--- config.mk ---
export PLATFORM = sky130hd
export DESIGN_NAME = sdio_cmd_sequencer
export DESIGN_NICKNAME = d
export VERILOG_FILES = /design/src/rtl/sdio_cmd_sequencer.sv
export SDC_FILE = /design/constraint.sdc
export NUM_CORES = 1
export LEC_CHECK = 0
export CAP_MARGIN = 20
export CELL_PAD_IN_SITES_DETAIL_PLACEMENT = 1
export CELL_PAD_IN_SITES_GLOBAL_PLACEMENT = 2
export CORE_ASPECT_RATIO = 0.9
export CORE_UTILIZATION = 33
export DETAILED_ROUTE_END_ITERATION = 8
export GPL_TIMING_DRIVEN = 0
export PLACE_DENSITY_LB_ADDON = 0.1
export SYNTH_ARGS = -nofsm -noshare
export SYNTH_HDL_FRONTEND = slang
export SYNTH_SLANG_ARGS = --single-unit
--- constraint.sdc ---
create_clock -name clk -period 9.4 [get_ports clk]
set_input_delay 0.94 -clock clk [delete_from_list [all_inputs] [get_ports clk]]
set_output_delay 0.94 -clock clk [all_outputs]
set_load 0.01 [all_outputs]
--- src/rtl/sdio_cmd_sequencer.sv ---
// SDIO command-layer sequencer: tracks card state, answers CMD0/3/5/7/52 and
// runs CMD52 accesses on a single-beat register bus with a bounded wait.
module sdio_cmd_sequencer #(
    parameter logic [2:0]  NUM_FUNCS   = 3'd1,
    parameter logic [23:0] OCR_VALUE   = 24'hFF8000,
    parameter logic [15:0] RCA_VALUE   = 16'h0001,
    parameter logic [7:0]  REG_TIMEOUT = 8'd16
) (
    input  logic        clk,
    input  logic        rst,
    input  logic        i_cmd_stb,
    input  logic        i_cmd_crc_good_stb,
    input  logic [5:0]  i_cmd,
    input  logic [31:0] i_cmd_arg,
    output logic        o_rsps_stb,
    output logic [39:0] o_rsps,
    output logic [7:0]  o_rsps_len,
    output logic        o_rsps_fail,
    output logic        o_reg_stb,
    output logic        o_reg_wr,
    output logic [2:0]  o_reg_func,
    output logic [16:0] o_reg_addr,
    output logic [7:0]  o_reg_data,
    input  logic        i_reg_ack,
    input  logic [7:0]  i_reg_data,
    output logic [1:0]  o_card_state,
    output logic        o_busy,
    output logic        o_cmd_drop
);

    typedef enum logic [2:0] {
        S_IDLE, S_DECODE, S_REG_REQ, S_REG_WAIT, S_RESPOND
    } state_t;

    localparam logic [1:0] CARD_INIT = 2'd0;
    localparam logic [1:0] CARD_STBY = 2'd1;
    localparam logic [1:0] CARD_CMD  = 2'd2;

    state_t      state_q, state_d;
    logic [1:0]  card_q, card_d;
    logic [5:0]  cmd_q, cmd_d;
    logic [31:0] arg_q, arg_d;
    logic        crc_ok_q, crc_ok_d;
    logic [39:0] rsps_q, rsps_d;
    logic        rsps_stb_q, rsps_stb_d;
    logic        rsps_fail_q, rsps_fail_d;
    logic        reg_stb_q, reg_stb_d;
    logic        reg_wr_q, reg_wr_d;
    logic [2:0]  reg_func_q, reg_func_d;
    logic [16:0] reg_addr_q, reg_addr_d;
    logic [7:0]  reg_data_q, reg_data_d;
    logic [7:0]  cnt_q, cnt_d;
    logic        drop_q, drop_d;

    function automatic logic [39:0] r5_word(input logic [7:0] flags, input logic [7:0] data);
        return {2'b00, 6'd52, 16'h0000, flags, data};
    endfunction

    always_comb begin
        state_d     = state_q;
        card_d      = card_q;
        cmd_d       = cmd_q;
        arg_d       = arg_q;
        crc_ok_d    = crc_ok_q;
        rsps_d      = rsps_q;
        rsps_stb_d  = 1'b0;
        rsps_fail_d = 1'b0;
        reg_stb_d   = 1'b0;
        reg_wr_d    = reg_wr_q;
        reg_func_d  = reg_func_q;
        reg_addr_d  = reg_addr_q;
        reg_data_d  = reg_data_q;
        cnt_d       = cnt_q;
        drop_d      = i_cmd_stb && (state_q != S_IDLE);

        case (state_q)
            S_IDLE: begin
                if (i_cmd_stb) begin
                    cmd_d    = i_cmd;
                    arg_d    = i_cmd_arg;
                    crc_ok_d = i_cmd_crc_good_stb;
                    state_d  = S_DECODE;
                end
            end
            S_DECODE: begin
                state_d = S_RESPOND;
                if (!crc_ok_q) begin
                    rsps_fail_d = 1'b1;
                end else begin
                    case (cmd_q)
                        6'd0: begin
                            card_d      = CARD_INIT;
                            rsps_fail_d = 1'b1;
                        end
                        6'd5: begin
                            rsps_d     = {2'b00, 6'h3F, 1'b1, NUM_FUNCS, 1'b0, 3'b000, OCR_VALUE};
                            rsps_stb_d = 1'b1;
                            if ((arg_q[23:0] != 24'd0) && (card_q == CARD_INIT))
                                card_d = CARD_STBY;
                        end
                        6'd3: begin
                            if (card_q != CARD_INIT) begin
                                rsps_d     = {2'b00, 6'd3, RCA_VALUE, 16'h0000};
                                rsps_stb_d = 1'b1;
                            end else begin
                                rsps_fail_d = 1'b1;
                            end
                        end
                        6'd7: begin
                            if (card_q == CARD_INIT) begin
                                rsps_fail_d = 1'b1;
                            end else if (arg_q[31:16] == RCA_VALUE) begin
                                rsps_d     = {2'b00, 6'd7, 32'h0};
                                rsps_stb_d = 1'b1;
                                card_d     = CARD_CMD;
                            end else begin
                                card_d      = CARD_STBY;
                                rsps_fail_d = 1'b1;
                            end
                        end
                        6'd52: begin
                            if (card_q != CARD_CMD) begin
                                rsps_fail_d = 1'b1;
                            end else if (arg_q[30:28] > NUM_FUNCS) begin
                                rsps_d     = r5_word(8'h12, 8'h00);
                                rsps_stb_d = 1'b1;
                            end else begin
                                state_d    = S_REG_REQ;
                                reg_stb_d  = 1'b1;
                                reg_wr_d   = arg_q[31];
                                reg_func_d = arg_q[30:28];
                                reg_addr_d = arg_q[25:9];
                                reg_data_d = arg_q[7:0];
                            end
                        end
                        default: rsps_fail_d = 1'b1;
                    endcase
                end
            end
            S_REG_REQ: begin
                state_d = S_REG_WAIT;
                cnt_d   = 8'd0;
            end
            S_REG_WAIT: begin
                // An ack on the final waiting cycle takes priority over the timeout.
                if (i_reg_ack) begin
                    rsps_d     = r5_word(8'h10, (!arg_q[31] || arg_q[27]) ? i_reg_data : arg_q[7:0]);
                    rsps_stb_d = 1'b1;
                    state_d    = S_RESPOND;
                end else if (cnt_q + 8'd1 == REG_TIMEOUT) begin
                    rsps_d     = r5_word(8'h18, 8'h00);
                    rsps_stb_d = 1'b1;
                    state_d    = S_RESPOND;
                end else begin
                    cnt_d = cnt_q + 8'd1;
                end
            end
            S_RESPOND: state_d = S_IDLE;
            default:   state_d = S_IDLE;
        endcase
    end

    always_ff @(posedge clk or posedge rst) begin
        if (rst) begin
            state_q     <= S_IDLE;
            card_q      <= CARD_INIT;
            cmd_q       <= 6'd0;
            arg_q       <= 32'd0;
            crc_ok_q    <= 1'b0;
            rsps_q      <= 40'd0;
            rsps_stb_q  <= 1'b0;
            rsps_fail_q <= 1'b0;
            reg_stb_q   <= 1'b0;
            reg_wr_q    <= 1'b0;
            reg_func_q  <= 3'd0;
            reg_addr_q  <= 17'd0;
            reg_data_q  <= 8'd0;
            cnt_q       <= 8'd0;
            drop_q      <= 1'b0;
        end else begin
            state_q     <= state_d;
            card_q      <= card_d;
            cmd_q       <= cmd_d;
            arg_q       <= arg_d;
            crc_ok_q    <= crc_ok_d;
            rsps_q      <= rsps_d;
            rsps_stb_q  <= rsps_stb_d;
            rsps_fail_q <= rsps_fail_d;
            reg_stb_q   <= reg_stb_d;
            reg_wr_q    <= reg_wr_d;
            reg_func_q  <= reg_func_d;
            reg_addr_q  <= reg_addr_d;
            reg_data_q  <= reg_data_d;
            cnt_q       <= cnt_d;
            drop_q      <= drop_d;
        end
    end

    assign o_rsps_stb   = rsps_stb_q;
    assign o_rsps       = rsps_q;
    assign o_rsps_len   = 8'd40;
    assign o_rsps_fail  = rsps_fail_q;
    assign o_reg_stb    = reg_stb_q;
    assign o_reg_wr     = reg_wr_q;
    assign o_reg_func   = reg_func_q;
    assign o_reg_addr   = reg_addr_q;
    assign o_reg_data   = reg_data_q;
    assign o_card_state = card_q;
    assign o_busy       = (state_q != S_IDLE);
    assign o_cmd_drop   = drop_q;

endmodule

Figure 1. M3 wires.
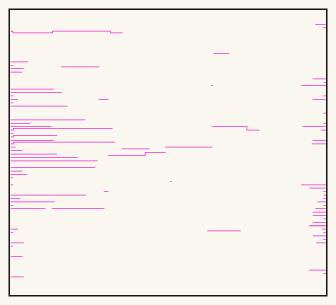
main direction: horizontal
longest straight run: 40.3 um
share of all routed wire: 6.7%
nets with wire on the layer: 75

Figure 2. Clock network drawn from the DEF.
The bar under the picture is 50 um long.
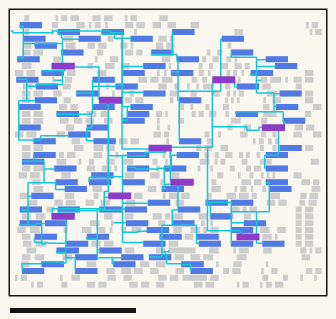
[cells driving clock nets] purple | count: 9
[clock wires] cyan | length: 1370 um
[flip-flops] blue | count: 101
flops lie: widely spread
routed clock nets: 10

==> metrics.yaml <==
cts_tree: "done"
dr_total_vias: 3313
final_area_sq_um: 6296
buffer_ports.inserted: 114
setup_tns_ns: 0
clock-root-buffer: "clkbuf_16"
crit_path_start: "state_q[0]$_DFFE_PP0P_"
max_cap_violations: 0
hold_path_startpoint: "o_reg_func[2]$_DFFE_PP0P_"
hold_class: "flop to flop"
period_used_share: 0.2967
hpwl_mm: 8.494
insertion_delay_ns: 0.35
max-slew-margin-rel: 0.5015
min_path_cells: 1
rr_startpoint: "cmd_q[1]$_DFFE_PP0P_"
fillCellCount: 1427
min_to: "o_reg_func[2]$_DFFE_PP0P_"
drv_slew: 0
diodes: 0
timing.final.crit_period_ns: 2.789
r2r-end: "o_rsps[34]$_DFFE_PP0P_"
htreeDepth: 3
rsz0062_at_grt: "false"
ys_types: 50
worstSetupEndpointType: "output port"
syn_area_sq_um: 4556
critPathArrivalTime_ns: 1.85
power_mw: 1.227
path_clk_slew_ns: 0.07
finalHoldViolations: 0
wl_per_cell_um: 16.64
postCtsSetupBuffers: 0
layout_top_cell: "clkdlybuf4s50_1"
peakVddDrop_mv: 0.1010
most-common-layout-cells: "114 x clkdlybuf4s50_1, 101 x dfrtp_1, 65 x mux2_2, 32 x buf_4, 20 x conb_1"
cts_resized: 0
placed_area_sq_um: 6005
finalWorstSetupSlack_ns: 6.611
synth_flop_count: 101
syn_to_final_growth_pct: 38.20
crit_required_ns: 8.46
place.gp.congestion: 0.7780
grt_pass1_vias: 3563
crit_fanout: 9
status: "finished, final reports clean"
dieArea_sq_um: 14280
layout.nets: 562
holdBufCountCts: 0
regToRegSetupSlack_ns: 7.04
async_flop_share: 1.000
yosysTopAreaCell: "dfrtp_1"
ys_cells: 366
synth-edff-count: 0
drt_iter0_markers: 115
drive_gt1_frac: 0.2388
drc_errors: 0
rows: 40
grt_max_degree: 57
core_sq_um: 13410
## cell type report
cell class / count / area [sq um] / area share
inverter: 9 / 36.28 / 0.005763
tap: 168 / 210.2 / 0.03339
clock buffer: 12 / 236.5 / 0.03756
sequential: 101 / 2527 / 0.4014
clock inverter: 4 / 55.05 / 0.008744
multi-input combinational: 228 / 1747 / 0.2774
timing repair buffer: 115 / 1169 / 0.1856
buffer: 46 / 315.3 / 0.05008
## sequential cells by signal (all words and copies together) (netlist names)
register      cells
o_rsps_stb        1
cmd_q             6
arg_q            32
o_reg_stb         1
o_reg_data        8
cnt_q             8
o_reg_wr          1
o_rsps_fail       1
o_rsps           16
o_reg_addr       17
crc_ok_q          1
o_reg_func        3
o_card_state      2
o_cmd_drop        1
state_q           3
## where the power goes
| group | internal (mW) | leakage, nW | switching, mW | total, mW |
|---|---|---|---|---|
| Combinational | 0.190 | 1.38 | 0.112 | 0.302 |
| Sequential | 0.494 | 1.29 | 0.0542 | 0.548 |
| Clock | 0.209 | 0.138 | 0.167 | 0.376 |
| Total | 0.893 | 2.81 | 0.334 | 1.23 |
## synthesized netlist by cell type, drive strengths merged (8+ instances only)
master,number
dfrtp,101
o21ai,9
nand3,8
nor2,11
a21oi,8
nand2,17
o2bb2ai,8
buf,38
clkbuf,8
mux2,66
inv,9
mux2i,11
## worst max path at each step
stage                                 to  slack, ns  cells after the start
3_5_place_dp        cnt_q[6]$_DFFE_PP0P_       6.52                      6
6_report                          o_busy       6.61                      3
2_1_floorplan       arg_q[0]$_DFFE_PP0P_       5.81                      1
4_1_cts                           o_busy       6.56                      3
3_3_place_gp   o_reg_func[1]$_DFFE_PP0P_       4.12                      2
5_1_grt                           o_busy       6.55                      3
## critical path, cell delays in order (launching register included)
cell and delay (ns):
dfrtp_1 0.36, clkbuf_1 0.19, or3_1 0.45, clkdlybuf4s50_1 0.50
## metal layers
metal / up-vias / routed length, um / GRT usage / part of all wire
met1: 1664 / 4983 / 0.2182 / 0.44
met5: - / 0 / 0 / 0
li1: 1549 / - / - / -
met3: 14 / 755 / 0.06144 / 0.066
met4: 0 / 167 / 0.06506 / 0.015
met2: 86 / 5457 / 0.2867 / 0.48
## through the flow
step / util / hold WS (ns) / cells
floorplan: - / 0.4447 / 384
global placement: 0.4454 / 0.4715 / 666
detailed placement: 0.4477 / 0.4776 / 667
CTS: 0.4694 / 0.4990 / 683
global route: 0.4694 / 0.5165 / 683
finish: 0.4694 / 0.4986 / 683
## kinds of logic (layout without fill, tap and decap cells)
logic type               count (synthesis)  after routing  synth area share
AND-OR/OR-AND                           50             50           0.07938
XOR/XNOR                                 1              1          0.001923
adder cells (fa/ha/maj)                  1              1          0.002746
buffers and inverters                   55            186           0.07663
flip-flops                             101            101            0.5548
multiplexers                            77             77            0.1881
other                                    2             20          0.001649
AND/OR/NAND/NOR                         79             79           0.09476
Power is estimated from default activity; no workload was simulated.
